===== src/rtl/serial_comp_ctrl.sv =====
// rtl/serial_comp_ctrl.sv - serial 32-bit magnitude comparator, 2 bits per cycle, MSB first
//
// Purpose:
//   Compares two 32-bit operands, unsigned or two's-complement, using one
//   2-bit compare slice that is reused every cycle. The slice walks the
//   operands from the most significant pair down to the least significant
//   pair. It stops at the first pair that differs.
//
// Ports:
//   i_clk          system clock, rising edge active
//   i_reset        synchronous active-high reset
//   i_start        compare request, sampled only in IDLE
//   i_signed_mode  1 = two's-complement compare, 0 = unsigned (sampled with start)
//   i_a, i_b       32-bit operands (sampled with start)
//   o_busy         high while a compare is in RUN or DONE
//   o_done         one-cycle pulse; o_eq/o_gt/o_lt are valid that cycle
//   o_eq, o_gt, o_lt  registered result, held until the next accepted start

module serial_comp_ctrl (
  input  logic        i_clk,
  input  logic        i_reset,
  input  logic        i_start,
  input  logic        i_signed_mode,
  input  logic [31:0] i_a,
  input  logic [31:0] i_b,
  output logic        o_busy,
  output logic        o_done,
  output logic        o_eq,
  output logic        o_gt,
  output logic        o_lt
);

  typedef enum logic [1:0] {
    S_IDLE = 2'd0,
    S_RUN  = 2'd1,
    S_DONE = 2'd2
  } state_t;

  state_t      r_state;
  logic [31:0] r_a;
  logic [31:0] r_b;
  logic [3:0]  r_k;
  logic        r_ceq;
  logic        r_cgt;
  logic        r_busy;
  logic        r_done;
  logic        r_eq;
  logic        r_gt;
  logic        r_lt;

  logic [1:0]  w_pair_a;
  logic [1:0]  w_pair_b;
  logic        w_pair_gt;
  logic        w_pair_lt;
  logic        w_last;
  logic        w_ceq_nxt;
  logic        w_cgt_nxt;

  // The current pair of bits, selected by the pair index.
  assign w_pair_a  = r_a[{r_k, 1'b0} +: 2];
  assign w_pair_b  = r_b[{r_k, 1'b0} +: 2];
  assign w_pair_gt = (w_pair_a > w_pair_b);
  assign w_pair_lt = (w_pair_a < w_pair_b);

  // The compare is decided at the first differing pair. Once that pair
  // is reached, the lower pairs cannot change the outcome.
  assign w_last = (w_pair_a != w_pair_b) || (r_k == 4'd0);

  // Chain slice: the first differing pair decides the result. Later pairs
  // only hold the chain, because chain EQ has already dropped.
  always_comb begin
    w_ceq_nxt = r_ceq;
    w_cgt_nxt = r_cgt;
    if (r_ceq && w_pair_gt) begin
      w_ceq_nxt = 1'b0;
      w_cgt_nxt = 1'b1;
    end else if (r_ceq && w_pair_lt) begin
      w_ceq_nxt = 1'b0;
      w_cgt_nxt = 1'b0;
    end
  end

  always_ff @(posedge i_clk) begin
    if (i_reset) begin
      r_state <= S_IDLE;
      r_a     <= 32'd0;
      r_b     <= 32'd0;
      r_k     <= 4'd0;
      r_ceq   <= 1'b0;
      r_cgt   <= 1'b0;
      r_busy  <= 1'b0;
      r_done  <= 1'b0;
      r_eq    <= 1'b0;
      r_gt    <= 1'b0;
      r_lt    <= 1'b0;
    end else begin
      case (r_state)
        S_IDLE: begin
          if (i_start) begin
            // Flipping the sign bit of both operands maps two's-complement
            // order onto unsigned order. After this, the unsigned chain gives
            // the signed result, so signed_mode is not needed past capture.
            r_a     <= {i_a[31] ^ i_signed_mode, i_a[30:0]};
            r_b     <= {i_b[31] ^ i_signed_mode, i_b[30:0]};
            r_k     <= 4'd15;
            r_ceq   <= 1'b1;
            r_cgt   <= 1'b0;
            r_eq    <= 1'b0;
            r_gt    <= 1'b0;
            r_lt    <= 1'b0;
            r_busy  <= 1'b1;
            r_state <= S_RUN;
          end
        end
        S_RUN: begin
          r_ceq <= w_ceq_nxt;
          r_cgt <= w_cgt_nxt;
          if (w_last) begin
            r_eq    <= w_ceq_nxt;
            r_gt    <= w_cgt_nxt;
            r_lt    <= ~w_ceq_nxt & ~w_cgt_nxt;
            r_done  <= 1'b1;
            r_state <= S_DONE;
          end else begin
            r_k <= r_k - 4'd1;
          end
        end
        S_DONE: begin
          r_done  <= 1'b0;
          r_busy  <= 1'b0;
          r_state <= S_IDLE;
        end
        default: begin
          r_done  <= 1'b0;
          r_busy  <= 1'b0;
          r_state <= S_IDLE;
        end
      endcase
    end
  end

  assign o_busy = r_busy;
  assign o_done = r_done;
  assign o_eq   = r_eq;
  assign o_gt   = r_gt;
  assign o_lt   = r_lt;

endmodule


===== config.mk =====
export PLATFORM = sky130hd
export DESIGN_NAME = serial_comp_ctrl
export DESIGN_NICKNAME = d
export VERILOG_FILES = /design/src/rtl/serial_comp_ctrl.sv
export SDC_FILE = /design/constraint.sdc
export NUM_CORES = 1
export LEC_CHECK = 0
export ABC_CLOCK_PERIOD_IN_PS = 2660
export CAP_MARGIN = 20
export CORE_UTILIZATION = 46
export CTS_CLUSTER_SIZE = 25
export DETAILED_ROUTE_END_ITERATION = 10
export GPL_ROUTABILITY_DRIVEN = 1
export PLACE_DENSITY = 0.73
export SYNTH_ARGS = -nofsm -noshare
export SYNTH_HDL_FRONTEND = slang
export SYNTH_SLANG_ARGS = --single-unit

===== constraint.sdc =====
create_clock -name i_clk -period 2.66 [get_ports i_clk]
set_input_delay 0.665 -clock i_clk [delete_from_list [all_inputs] [get_ports i_clk]]
set_output_delay 0.665 -clock i_clk [all_outputs]
set_load 0.05 [all_outputs]

**Run 1: M2 wires**

Drawn at 4 px/µm.
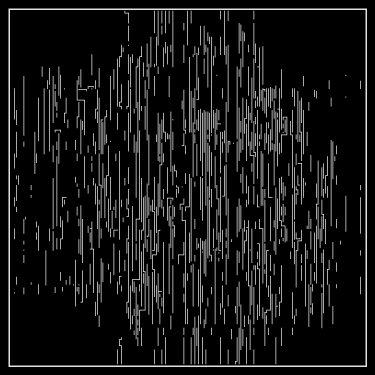
main direction	vertical
nets with wire on the layer	427
share of all routed wire	47%
wire length on this layer	3,740 µm
drt total wl: 7890 µm
vias: 3,025
met2 capacity usage during global routing: 34.6%

**Run 1: zoomed window**

Window x 32 to 57, y 32 to 57 µm. Cells in grey, sequential cells in the stronger grey; small squares are vias.
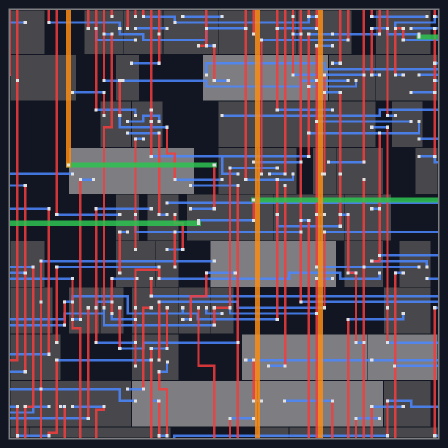
colour	layer
blue	met1
green	met3
red	met2
orange	met4
cells with their middle in the window	45
sequential cells in the window	7
most frequent	buf_4 (7), dfxtp_1 (7), nand3_1 (5)
netlist names of flops here include	r_a (5), r_k (2)

**Run 1: cell sizes after repair**

Drawn at 6 px/µm.
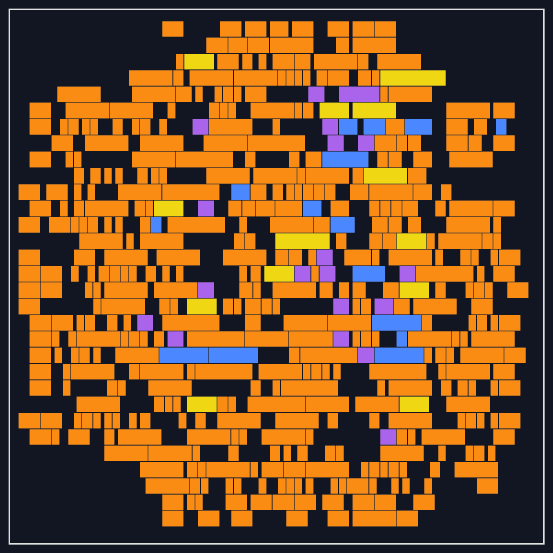
colour	size	cells	share	most used
blue	drive 2	15	3.2%	mux4_2
purple	drive 3 to 4	19	4.0%	buf_4
yellow	drive 6 and up	13	2.8%	clkbuf_8
orange	drive 1 or less	424	90%	nand2_1
P&R area growth vs syn: 30.0%
design area: 0.00451 mm²
nonclk buf count: 90
worst setup margin: 108 ps

==> flow_summary.json, run 1 <==
{
  "hpwlAfterDp_um": 5350,
  "seqCellArea_mm2": 0.00154,
  "antenna_found_initial": 0,
  "pin_count": 73,
  "grt_pass1_wl_um": 12600,
  "avgViaCountPerCell": 5.31,
  "power.total_mw": 3.19,
  "root_buffer": "clkbuf_8",
  "ys_types": 40,
  "rsz0062_at_grt": "false",
  "outcome": "finished clean",
  "hold_depth": 2,
  "grt_pass1_vias": 2822,
  "fp_nets": 468,
  "wl_per_cell_um": 13.8,
  "end_kind": "flop",
  "r2r_setup_slack_ps": 110,
  "holdBufCountCts": 0,
  "crit_family": "AND-OR/OR-AND gates",
  "yosysMostFrequentCell": "nand2_1",
  "setup_viol_count_final": 0,
  "slew-limit-headroom_pct": 56.7,
  "synth_cells": 397,
  "layout_top_cell": "nand2_1",
  "fin_skew_ps": 7.04,
  "hold_path.startpoint": "r_a[26]$_SDFFE_PP0P_",
  "crit_start": "r_k[0]$_SDFFE_PP0P_",
  "grtUsageTotal_pct": 21.0,
  "max_stage_delay_ps": 550,
  "syn_area_mm2": 0.00347,
  "p_leak_nw": 1.70,
  "crit_path_top_delay_cell": "mux4_1",
  "cts_made_buffers": 9,
  "synthArstFlopShare_pct": 0,
  "top_area_share_pct": 44.4,
  "cts_setup_buffers": 0
}
==> run 1: routing by layer <==
layer  GRT usage (%)  routed length [µm]  vias to the layer above
met4            8.36                 175                        0
li1                -                   -                     1510
met1            26.7                3610                     1417
met3            4.76                 368                       13
met2            34.6                3740                       85
met5               0                   0                        -
==> run 1: state kept, by name (all words and copies together), names as in the netlist <==
register  cells
r_state       2
o_done        1
r_k           4
r_cgt         1
o_gt          1
r_b          32
o_eq          1
r_ceq         1
o_busy        1
o_lt          1
r_a          32
==> run 1: area by class of cell <==
| class | instances | area share [%] |
|---|---|---|
| clock buffer | 10 | 2.83 |
| clock inverter | 6 | 1.41 |
| inverter | 5 | 0.416 |
| multi-input combinational | 283 | 38.6 |
| sequential | 77 | 34.2 |
| tap | 99 | 2.75 |
| timing repair buffer | 90 | 19.8 |
==> run 1: power by group <==
part | switching, mW | leakage, nW | internal, mW | total (mW)
clock | 0.430 | 0.0923 | 0.432 | 0.862
sequential | 0.0954 | 0.633 | 1.28 | 1.38
combinational | 0.480 | 0.976 | 0.471 | 0.951
total | 1.01 | 1.70 | 2.19 | 3.19
==> run 1: metrics by stage <==
step | setup slack (ps) | hold slack, ps | utilization (%)
2_1_floorplan | 219 | 432 | -
6_report | 108 | 457 | 62.2
5_1_grt | 12.5 | 473 | 62.2
3_5_place_dp | 108 | 447 | 58.4
3_3_place_gp | 138 | 439 | 58.4
4_1_cts | 79.2 | 458 | 61.1
==> run 1: kinds of logic after synthesis <==
family | after synthesis | synth area share [%]
simple gates | 169 | 21.0
compound gates | 91 | 14.9
flops | 77 | 44.4
buf+inv | 37 | 5.84
mux | 18 | 12.3
fa+ha+maj | 3 | 1.08
xor+xnor | 2 | 0.505
**Run 1: track usage over the die**

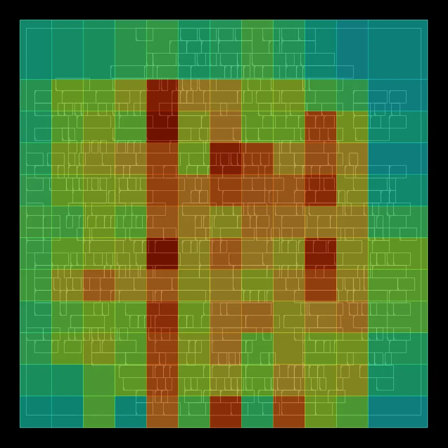

==> inputs of run 2 (changes only) <==
--- a/config.mk
+++ b/config.mk
@@ -5,7 +5,6 @@
 export SDC_FILE = /design/constraint.sdc
 export NUM_CORES = 1
 export LEC_CHECK = 0
-export ABC_CLOCK_PERIOD_IN_PS = 2660
 export CAP_MARGIN = 20
 export CORE_UTILIZATION = 46
 export CTS_CLUSTER_SIZE = 25
==> constraint.sdc (replaced) <==
create_clock -name i_clk -period 2.4 [get_ports i_clk]
set_input_delay 0.6 -clock i_clk [delete_from_list [all_inputs] [get_ports i_clk]]
set_output_delay 0.6 -clock i_clk [all_outputs]
set_load 0.05 [all_outputs]
**Run 2: track usage over the die**

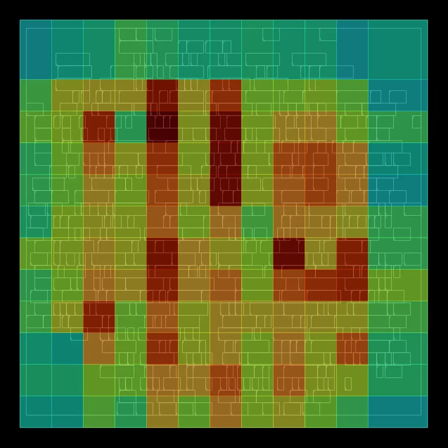
post-DR wirelength/cell: 13.9 µm
met3 global-route usage: 6.06%
routing usage on met1: 24.9%
GRT Util Overall: 22.0%
Final Core Density: 62.8%

**Run 2: cell sizes after repair**

Drawn at 6 px/µm.
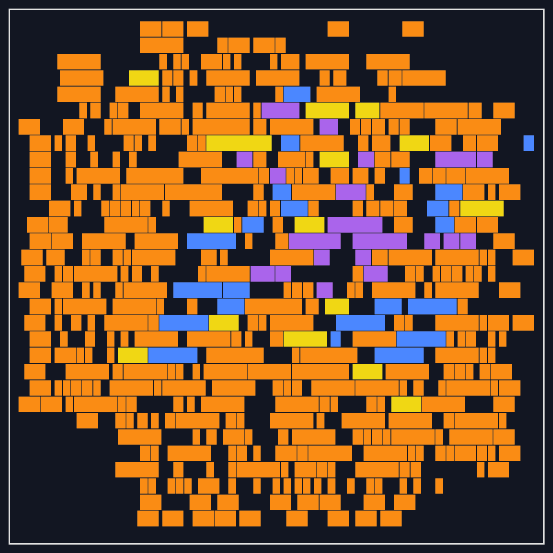
colour	size	cells	share	most used
purple	drive 3 to 4	20	4.3%	buf_4
yellow	drive 6 and up	15	3.2%	clkbuf_8
blue	drive 2	22	4.7%	mux4_2
orange	drive 1 or less	412	88%	nand2_1
design area: 0.00456 mm²
worst setup margin: 24.3 ps
nonclk buf count: 88
P&R area growth vs syn: 31.3%

==> run 2 against run 1 <==
  * Critical path depth did not move
  * Sequential power rose by about 10%
  * Clock skew rose by 1.1 ps
  * Register-to-register slack got worse by 80 ps
  * Critical endpoint is now r_k[1]$_SDFFE_PP0P_
  * Combinational power rose by about 20%
  * Synthesized cell count did not move
  * Area after synthesis did not move
==> flow_summary.json, run 2 <==
{
  "outcome": "finished clean",
  "root_buffer": "clkbuf_8",
  "syn_area_mm2": 0.00347,
  "synth_cells": 397,
  "pin_count": 73,
  "hold_path.startpoint": "r_b[18]$_SDFFE_PP0P_",
  "fp_nets": 468,
  "grt_pass1_wl_um": 13200,
  "grt_max_degree": 36,
  "holdBufCountCts": 0,
  "grt_pass1_vias": 2961,
  "cts_tree": "done",
  "powerDensity_mw_per_mm2": 788,
  "hold_depth": 2,
  "ys_cells": 397,
  "synthArstFlopShare_pct": 0,
  "layout_top_cell": "nand2_1",
  "avgViaCountPerCell": 5.33,
  "cts_made_buffers": 9,
  "routed_wl_um": 7910,
  "setup_viol_count_final": 0,
  "place.gp.congestion": 0.843,
  "slew-limit-headroom_pct": 51.2,
  "antenna_found_initial": 0,
  "end_kind": "flop",
  "dp_slack_ps": -213,
  "slew_violations": 0,
  "fin_skew_ps": 8.18,
  "vias": 3027,
  "p_leak_nw": 1.69,
  "largestRegisters": "r_a (32), r_b (32), r_k (4)",
  "r2r_setup_slack_ps": 20,
  "yosysMostFrequentCell": "nand2_1",
  "ys_types": 40,
  "top_area_share_pct": 44.4,
  "crit_start": "r_k[0]$_SDFFE_PP0P_",
  "timing.rr.end": "r_k[1]$_SDFFE_PP0P_"
}
## run 2: cell counts after synthesis
Identical to the previous run, type by type.
## run 2: metrics by stage
stage               hold WS (ps)  util, %
floorplan                    432        -
global placement             440     59.3
detailed placement           445     59.3
CTS                          456     62.4
global route                 478     62.8
finish                       451     62.8
## run 2: timing repair
action | in CTS | in global routing
setup buffers | 2 | 0
pin swaps | 10 | 6
resized | 14 | 7
endpoints found under the setup margin | 10 | 8
## run 2: cell type report
| class | count | area [µm²] |
|---|---|---|
| fillers | 639 | 2700 |
| multi-input cells | 283 | 1800 |
| flip-flops and latches | 77 | 1550 |
| repair buffers | 88 | 881 |
| clock buffers | 12 | 135 |
| well taps | 99 | 124 |
| clock inverters | 4 | 48.8 |
| inverters | 5 | 18.8 |
## run 2: worst max-delay path, cell delays in order (launching register included)
cell	delay, ps
dfxtp_4	380
buf_12	130
mux4_2	510
a22oi_2	190
nand3_2	120
ha_4	310
and4b_4	320
a211oi_2	90
a311oi_1	230
## run 2: cells by family after synthesis
family                     after synthesis  synth area share [%]
buffers and inverters                   37                  5.84
DFF                                     77                  44.4
adders and majority gates                3                  1.08
AOI/OAI and AO/OA                       91                  14.9
and+or+nand+nor                        169                  21.0
xor gates and xnor gates                 2                 0.505
muxes                                   18                  12.3
## run 2: metal layers
metal | wire length (µm) | up-vias | global-route usage (%)
met5 | 0 | - | 0
met3 | 407 | 8 | 6.06
met1 | 3390 | 1423 | 24.9
met2 | 4030 | 89 | 39.0
li1 | - | 1507 | -
met4 | 70 | 0 | 8.80
## run 2: report_power, final
part	total, mW	switching [mW]	internal [mW]
registers	1.54	0.113	1.42
logic	1.12	0.554	0.568
clock network	0.930	0.449	0.480
Power figures rest on the tool's default switching activity, not on a simulated workload.
